pinout.png
(1 px per um) Pins as bars across the die edge, other pins in grey.
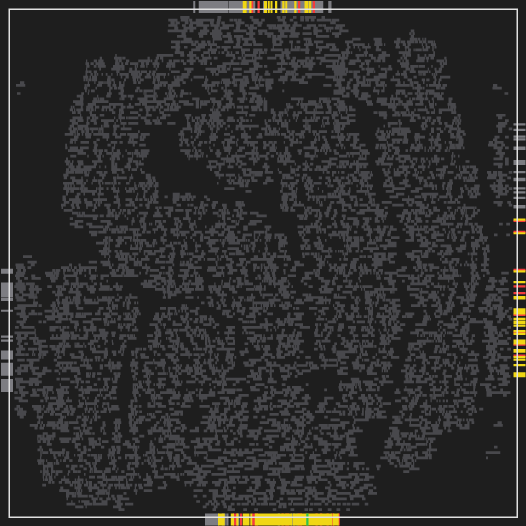
congestion_map.png
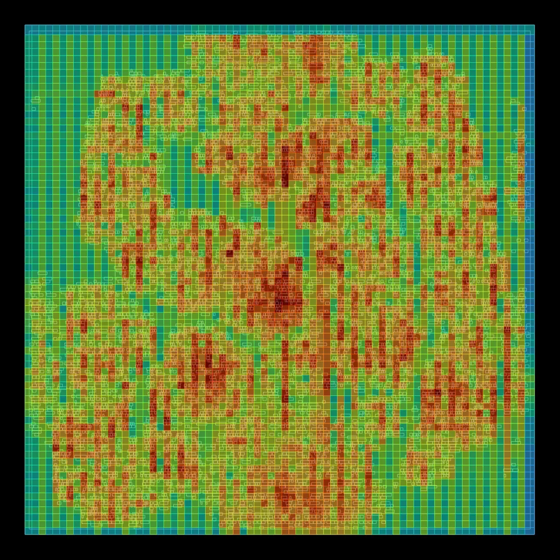
route_heat.png
25 x 25 tiles, from dark blue (low) to red (high), scaled to the fullest tile. Values are wire area over tile area, all layers added.
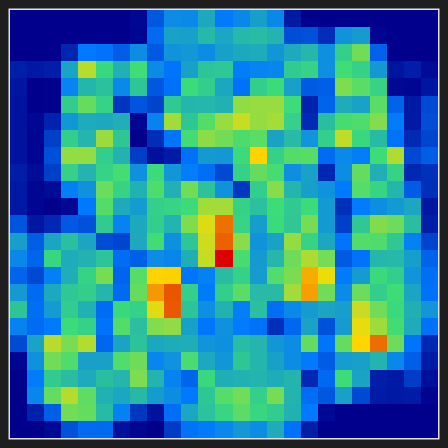
$ cat config.mk
export PLATFORM = sky130hd
export DESIGN_NAME = subbytes_sched_flat
export DESIGN_NICKNAME = d
export VERILOG_FILES = /design/src/rtl/subbytes_sched_pkg.sv /design/src/rtl/subbytes_sched_if.sv /design/src/rtl/subbytes_sched_sbox_bank.sv /design/src/rtl/subbytes_sched.sv /design/src/flat_wrapper.sv
export SDC_FILE = /design/constraint.sdc
export NUM_CORES = 2
export LEC_CHECK = 0
export ABC_CLOCK_PERIOD_IN_PS = 20100
export CORE_MARGIN = 4
export CORE_UTILIZATION = 30
export DETAILED_ROUTE_END_ITERATION = 8
export GPL_TIMING_DRIVEN = 0
export PLACE_DENSITY_LB_ADDON = 0.1
export SKIP_LAST_GASP = 1
export SYNTH_ARGS = -nofsm -noshare
export SYNTH_HDL_FRONTEND = slang
export SYNTH_HIERARCHICAL = 1
export SYNTH_SLANG_ARGS = --single-unit
$ cat constraint.sdc
create_clock -name clk -period 20.1 [get_ports clk]
set_input_delay 6.03 -clock clk [delete_from_list [all_inputs] [get_ports clk]]
set_output_delay 6.03 -clock clk [all_outputs]
set_load 0.02 [all_outputs]
$ cat src/rtl/subbytes_sched_pkg.sv
// Shared widths, FSM encoding and chunk-count helper for the shared S-box scheduler.
// Pure declarations: no latency, no flow control.
package subbytes_sched_pkg;

  localparam int BYTE_W  = 8;
  localparam int WORD_W  = 32;
  localparam int BLOCK_W = 128;

  typedef enum logic [1:0] {
    IDLE,
    ST_RUN,
    KW_RUN
  } state_t;

  // Number of bank passes needed to cover one 128-bit state block.
  function automatic int chunks(input int lanes);
    return BLOCK_W / (BYTE_W * lanes);
  endfunction

endpackage

$ cat src/rtl/subbytes_sched_if.sv
// Request/result bundle between the round controller / key expansion (master) and the scheduler (slave).
// Valid/ready requests; result pulses carry no backpressure.
interface subbytes_sched_if;
  import subbytes_sched_pkg::*;

  logic               st_valid;
  logic               st_ready;
  logic [BLOCK_W-1:0] st_data;
  logic               st_res_valid;
  logic [BLOCK_W-1:0] st_res;
  logic               kw_valid;
  logic               kw_ready;
  logic [WORD_W-1:0]  kw_data;
  logic               kw_res_valid;
  logic [WORD_W-1:0]  kw_res;
  logic               busy;

  modport slave (
    input  st_valid, st_data, kw_valid, kw_data,
    output st_ready, st_res_valid, st_res, kw_ready, kw_res_valid, kw_res, busy
  );

  modport master (
    output st_valid, st_data, kw_valid, kw_data,
    input  st_ready, st_res_valid, st_res, kw_ready, kw_res_valid, kw_res, busy
  );

endinterface

$ cat src/rtl/subbytes_sched_sbox_bank.sv
// AES byte S-box (GF(2^8) inverse + affine map) and a bank of LANES of them.
// Purely combinational, zero latency, no flow control.
module sbox
  import subbytes_sched_pkg::*;
(
  input  logic [BYTE_W-1:0] a,
  output logic [BYTE_W-1:0] y
);

  function automatic logic [7:0] gmul(input logic [7:0] x, input logic [7:0] m);
    logic [7:0] p;
    logic [7:0] s;
    p = 8'h00;
    s = x;
    for (int i = 0; i < 8; i++) begin
      if (m[i]) p = p ^ s;
      s = {s[6:0], 1'b0} ^ (s[7] ? 8'h1b : 8'h00);
    end
    return p;
  endfunction

  // x^254 is the multiplicative inverse in GF(2^8); zero maps to zero.
  function automatic logic [7:0] ginv(input logic [7:0] x);
    logic [7:0] r;
    logic [7:0] p;
    r = 8'h01;
    p = x;
    for (int i = 1; i < 8; i++) begin
      p = gmul(p, p);
      r = gmul(r, p);
    end
    return r;
  endfunction

  function automatic logic [7:0] affine(input logic [7:0] b);
    return b ^ {b[6:0], b[7]} ^ {b[5:0], b[7:6]} ^ {b[4:0], b[7:5]} ^ {b[3:0], b[7:4]} ^ 8'h63;
  endfunction

  assign y = affine(ginv(a));

endmodule

module sbox_bank
  import subbytes_sched_pkg::*;
#(
  parameter int LANES = 4
) (
  input  logic [BYTE_W*LANES-1:0] din,
  output logic [BYTE_W*LANES-1:0] dout
);

  // Lane 0 occupies the most significant byte.
  for (genvar i = 0; i < LANES; i++) begin : g_lane
    sbox u_sbox (
      .a (din [BYTE_W*LANES-1-BYTE_W*i -: BYTE_W]),
      .y (dout[BYTE_W*LANES-1-BYTE_W*i -: BYTE_W])
    );
  end

endmodule

$ cat src/rtl/subbytes_sched.sv
// Time-multiplexes one LANES-wide S-box bank between 128-bit SubBytes and 32-bit SubWord requests.
// Latency: state 16/LANES cycles, key word 1 cycle; one request in flight, results are pulses with no backpressure.
module subbytes_sched
  import subbytes_sched_pkg::*;
#(
  parameter int LANES = 4
) (
  input logic            clk,
  input logic            rst_n,
  subbytes_sched_if.slave bus
);

  localparam int N       = chunks(LANES);
  localparam int SLICE_W = BYTE_W * LANES;
  localparam int CW      = (N > 1) ? $clog2(N) : 1;

  if (!(LANES == 4 || LANES == 8 || LANES == 16)) begin : g_bad_lanes
    $fatal(1, "subbytes_sched: LANES must be 4, 8 or 16");
  end

  state_t             state;
  logic [CW-1:0]      cnt;
  logic               last_st;
  logic [BLOCK_W-1:0] st_cap;
  logic [WORD_W-1:0]  kw_cap;
  logic [BLOCK_W-1:0] st_res_q;
  logic [WORD_W-1:0]  kw_res_q;
  logic               st_res_vld_q;
  logic               kw_res_vld_q;
  logic [SLICE_W-1:0] bank_in;
  logic [SLICE_W-1:0] bank_out;
  logic               st_ready;
  logic               kw_ready;

  // On a tie, last_st picks the requester that was not served last.
  assign st_ready = (state == IDLE) && (!bus.kw_valid || !last_st);
  assign kw_ready = (state == IDLE) && (!bus.st_valid || last_st);

  assign bus.st_ready     = st_ready;
  assign bus.kw_ready     = kw_ready;
  assign bus.st_res       = st_res_q;
  assign bus.kw_res       = kw_res_q;
  assign bus.st_res_valid = st_res_vld_q;
  assign bus.kw_res_valid = kw_res_vld_q;
  assign bus.busy         = (state != IDLE);

  always_comb begin
    bank_in = '0;
    case (state)
      ST_RUN: begin
        for (int k = 0; k < N; k++) begin
          if (cnt == CW'(k)) bank_in = st_cap[BLOCK_W-1-SLICE_W*k -: SLICE_W];
        end
      end
      KW_RUN:  bank_in[SLICE_W-1 -: WORD_W] = kw_cap;
      default: bank_in = '0;
    endcase
  end

  sbox_bank #(.LANES(LANES)) u_bank (
    .din  (bank_in),
    .dout (bank_out)
  );

  always_ff @(posedge clk or negedge rst_n) begin
    if (!rst_n) begin
      state        <= IDLE;
      cnt          <= '0;
      last_st      <= 1'b1;
      st_cap       <= '0;
      kw_cap       <= '0;
      st_res_q     <= '0;
      kw_res_q     <= '0;
      st_res_vld_q <= 1'b0;
      kw_res_vld_q <= 1'b0;
    end else begin
      st_res_vld_q <= 1'b0;
      kw_res_vld_q <= 1'b0;
      case (state)
        IDLE: begin
          if (bus.st_valid && st_ready) begin
            st_cap  <= bus.st_data;
            cnt     <= '0;
            last_st <= 1'b1;
            state   <= ST_RUN;
          end else if (bus.kw_valid && kw_ready) begin
            kw_cap  <= bus.kw_data;
            last_st <= 1'b0;
            state   <= KW_RUN;
          end
        end
        ST_RUN: begin
          // Slices not yet reached keep the previous result's bytes.
          for (int k = 0; k < N; k++) begin
            if (cnt == CW'(k)) st_res_q[BLOCK_W-1-SLICE_W*k -: SLICE_W] <= bank_out;
          end
          if (cnt == CW'(N - 1)) begin
            cnt          <= '0;
            st_res_vld_q <= 1'b1;
            state        <= IDLE;
          end else begin
            cnt <= cnt + CW'(1);
          end
        end
        KW_RUN: begin
          kw_res_q     <= bank_out[SLICE_W-1 -: WORD_W];
          kw_res_vld_q <= 1'b1;
          state        <= IDLE;
        end
        default: state <= IDLE;
      endcase
    end
  end

endmodule
$ cat src/flat_wrapper.sv
// flat-port wrapper written by rule: the top's interface ports become plain ports
module subbytes_sched_flat import subbytes_sched_pkg::*;
#(
  parameter int LANES = 4
)
  (clk, rst_n, bus_st_valid, bus_st_data, bus_kw_valid, bus_kw_data, bus_st_ready, bus_st_res_valid, bus_st_res, bus_kw_ready, bus_kw_res_valid, bus_kw_res, bus_busy);
  subbytes_sched_if bus_i ();
  input logic clk;
  input logic rst_n;
  input wire logic [$bits(bus_i.st_valid)-1:0] bus_st_valid;
  input wire logic [$bits(bus_i.st_data)-1:0] bus_st_data;
  input wire logic [$bits(bus_i.kw_valid)-1:0] bus_kw_valid;
  input wire logic [$bits(bus_i.kw_data)-1:0] bus_kw_data;
  output wire logic [$bits(bus_i.st_ready)-1:0] bus_st_ready;
  output wire logic [$bits(bus_i.st_res_valid)-1:0] bus_st_res_valid;
  output wire logic [$bits(bus_i.st_res)-1:0] bus_st_res;
  output wire logic [$bits(bus_i.kw_ready)-1:0] bus_kw_ready;
  output wire logic [$bits(bus_i.kw_res_valid)-1:0] bus_kw_res_valid;
  output wire logic [$bits(bus_i.kw_res)-1:0] bus_kw_res;
  output wire logic [$bits(bus_i.busy)-1:0] bus_busy;
  assign bus_i.st_valid = bus_st_valid;
  assign bus_i.st_data = bus_st_data;
  assign bus_i.kw_valid = bus_kw_valid;
  assign bus_i.kw_data = bus_kw_data;
  assign bus_st_ready = bus_i.st_ready;
  assign bus_st_res_valid = bus_i.st_res_valid;
  assign bus_st_res = bus_i.st_res;
  assign bus_kw_ready = bus_i.kw_ready;
  assign bus_kw_res_valid = bus_i.kw_res_valid;
  assign bus_kw_res = bus_i.kw_res;
  assign bus_busy = bus_i.busy;
  subbytes_sched #(.LANES(LANES)) u_core (.clk(clk), .rst_n(rst_n), .bus(bus_i));
endmodule
==> flow_summary.ini <==
; implementation run metrics
[run_status]
status = finished clean

[setup_path]
cp.required_ns = 20.66
rrSetupSlack_ns = 0.97
endpoint_kind = flip-flop
crit_arrival_ns = 19.70
r2r_end = u_core/bus.kw_res[25]
cp_max_fo = 10
rr_startpoint = u_core/cnt[1]
ff2ff_path_depth = 63

[sta]
finalCritPeriodShare_pct = 95.2
finalHoldViolations = 0
worst_slew_pin_slew_ns = 1.39
fmax_mhz = 52.3
fin_skew_ns = 0.0556
setup_viol = 0
drv_slew = 0

[cts]
clock_path_buffers = 3
path_clk_slew_ns = 0.06
worstSkewPairLatency_ns = 0.68
numCtsBuffers = 44

[yosys]
synthArstFlopShare_pct = 100
netlist-cell-type-count = 119
ys_sh_mux_pct = 8.93
syn-num-nets = 8912
edf_count = 0
topCellsByArea = xnor2_1 16%, dfrtp_1 11%, xnor3_1 11%
simple_gate_area_share_pct = 18.1
synth_adder_area_share_pct = 0.641
ys_seq_share_pct = 11.0
ys_cells = 8713
avgSynthCellArea_um2 = 8.56

[global_routing]
grt-ovfl-total = 0
grt_max_degree = 92
grt_pass1_vias = 65100
grt_pass1_wl_um = 424000
grt_usage_pct = 21.0

[placed_design]
dpl.cell_count = 12400
dp_hpwl_um = 215000

[final_layout]
instances_no_fill = 12500

[drt]
vias = 65800
viasPerCell = 5.27
wl_um = 280000

[hold_path]
worstHoldStart = u_core/bus.st_res[19]
Back to the opening pictures, pinout.png:
- bus_kw_res_valid: green (pins 1; direction output; edge bottom)
- bus_kw_data: red (pins 32; direction input; edge 19 bottom, 9 right, 4 top)
- bus_st_data: yellow (pins 128; direction input; edge 87 bottom, 27 right, 14 top)
- all pins by edge: 127 bottom, 107 top, 53 right, 42 left
die height: 506 um
Port Buffers: 328

Back to the opening pictures, congestion_map.png:
Final Util: 34.6%
GR Layer Usage met1: 27.8%

Back to the opening pictures, route_heat.png:
- fullest tile: 0.53
- densest ninth of the die: middle
- nearly empty tiles: 12%
- tiles over half the peak: 19%
- mean over tiles: 0.17

[per-layer routing]
layer	GRT usage [%]	wire, um	vias to the layer above
li1	-	-	31300
met1	27.8	124000	32400
met2	36.2	136000	1753
met3	1.31	10600	299
met4	7.30	9860	0
met5	0	0	-
[final cells by class]
cell class	count	area, um2
Sequential cell	327	8180
Tap cell	3312	4140
Fill cell	25600	161000
Buffer	601	3100
Inverter	93	349
Clock inverter	17	241
Multi-Input combinational cell	7691	64300
Clock buffer	63	1240
Timing Repair Buffer	363	3640
Antenna cell	22	55.1
[per-stage QoR]
| step | cell area (um2) | worst slack [ns] | hold WS [ns] | TNS (ns) |
|---|---|---|---|---|
| 3_3_place_gp | 82000 | -3.78 | 0.463 | -1543.96 |
| 2_1_floorplan | 74500 | 4.08 | 0.459 | 0 |
| 5_1_grt | 85300 | -0.0124 | 0.495 | -0.0219 |
| 6_report | 85300 | 0.968 | 0.473 | 0 |
| 4_1_cts | 84200 | 0.0166 | 0.478 | 0 |
| 3_5_place_dp | 82100 | -2.90 | 0.463 | -299.98 |
[cell usage after synthesis (all sizes together), types with 98 or more instances]
master  instances
xnor2        1612
nor2         1105
nand2         902
xor2          420
xnor3         400
mux2          340
o21ai         333
dfrtp         326
a21oi         314
buf           303
clkbuf        299
mux2i         240
nor3          220
nand3         184
o22ai         144
a22oi         108
nand2b         98
[critical path, delay by kind of cell (launching register included)]
family / cells / cell delay [ns]
fa+ha+maj: 4 / 1.39
compound gates: 14 / 4.46
mux: 5 / 1.47
buf+inv: 12 / 2.62
xor+xnor: 15 / 5.87
simple gates: 13 / 2.71
flops: 1 / 0.41
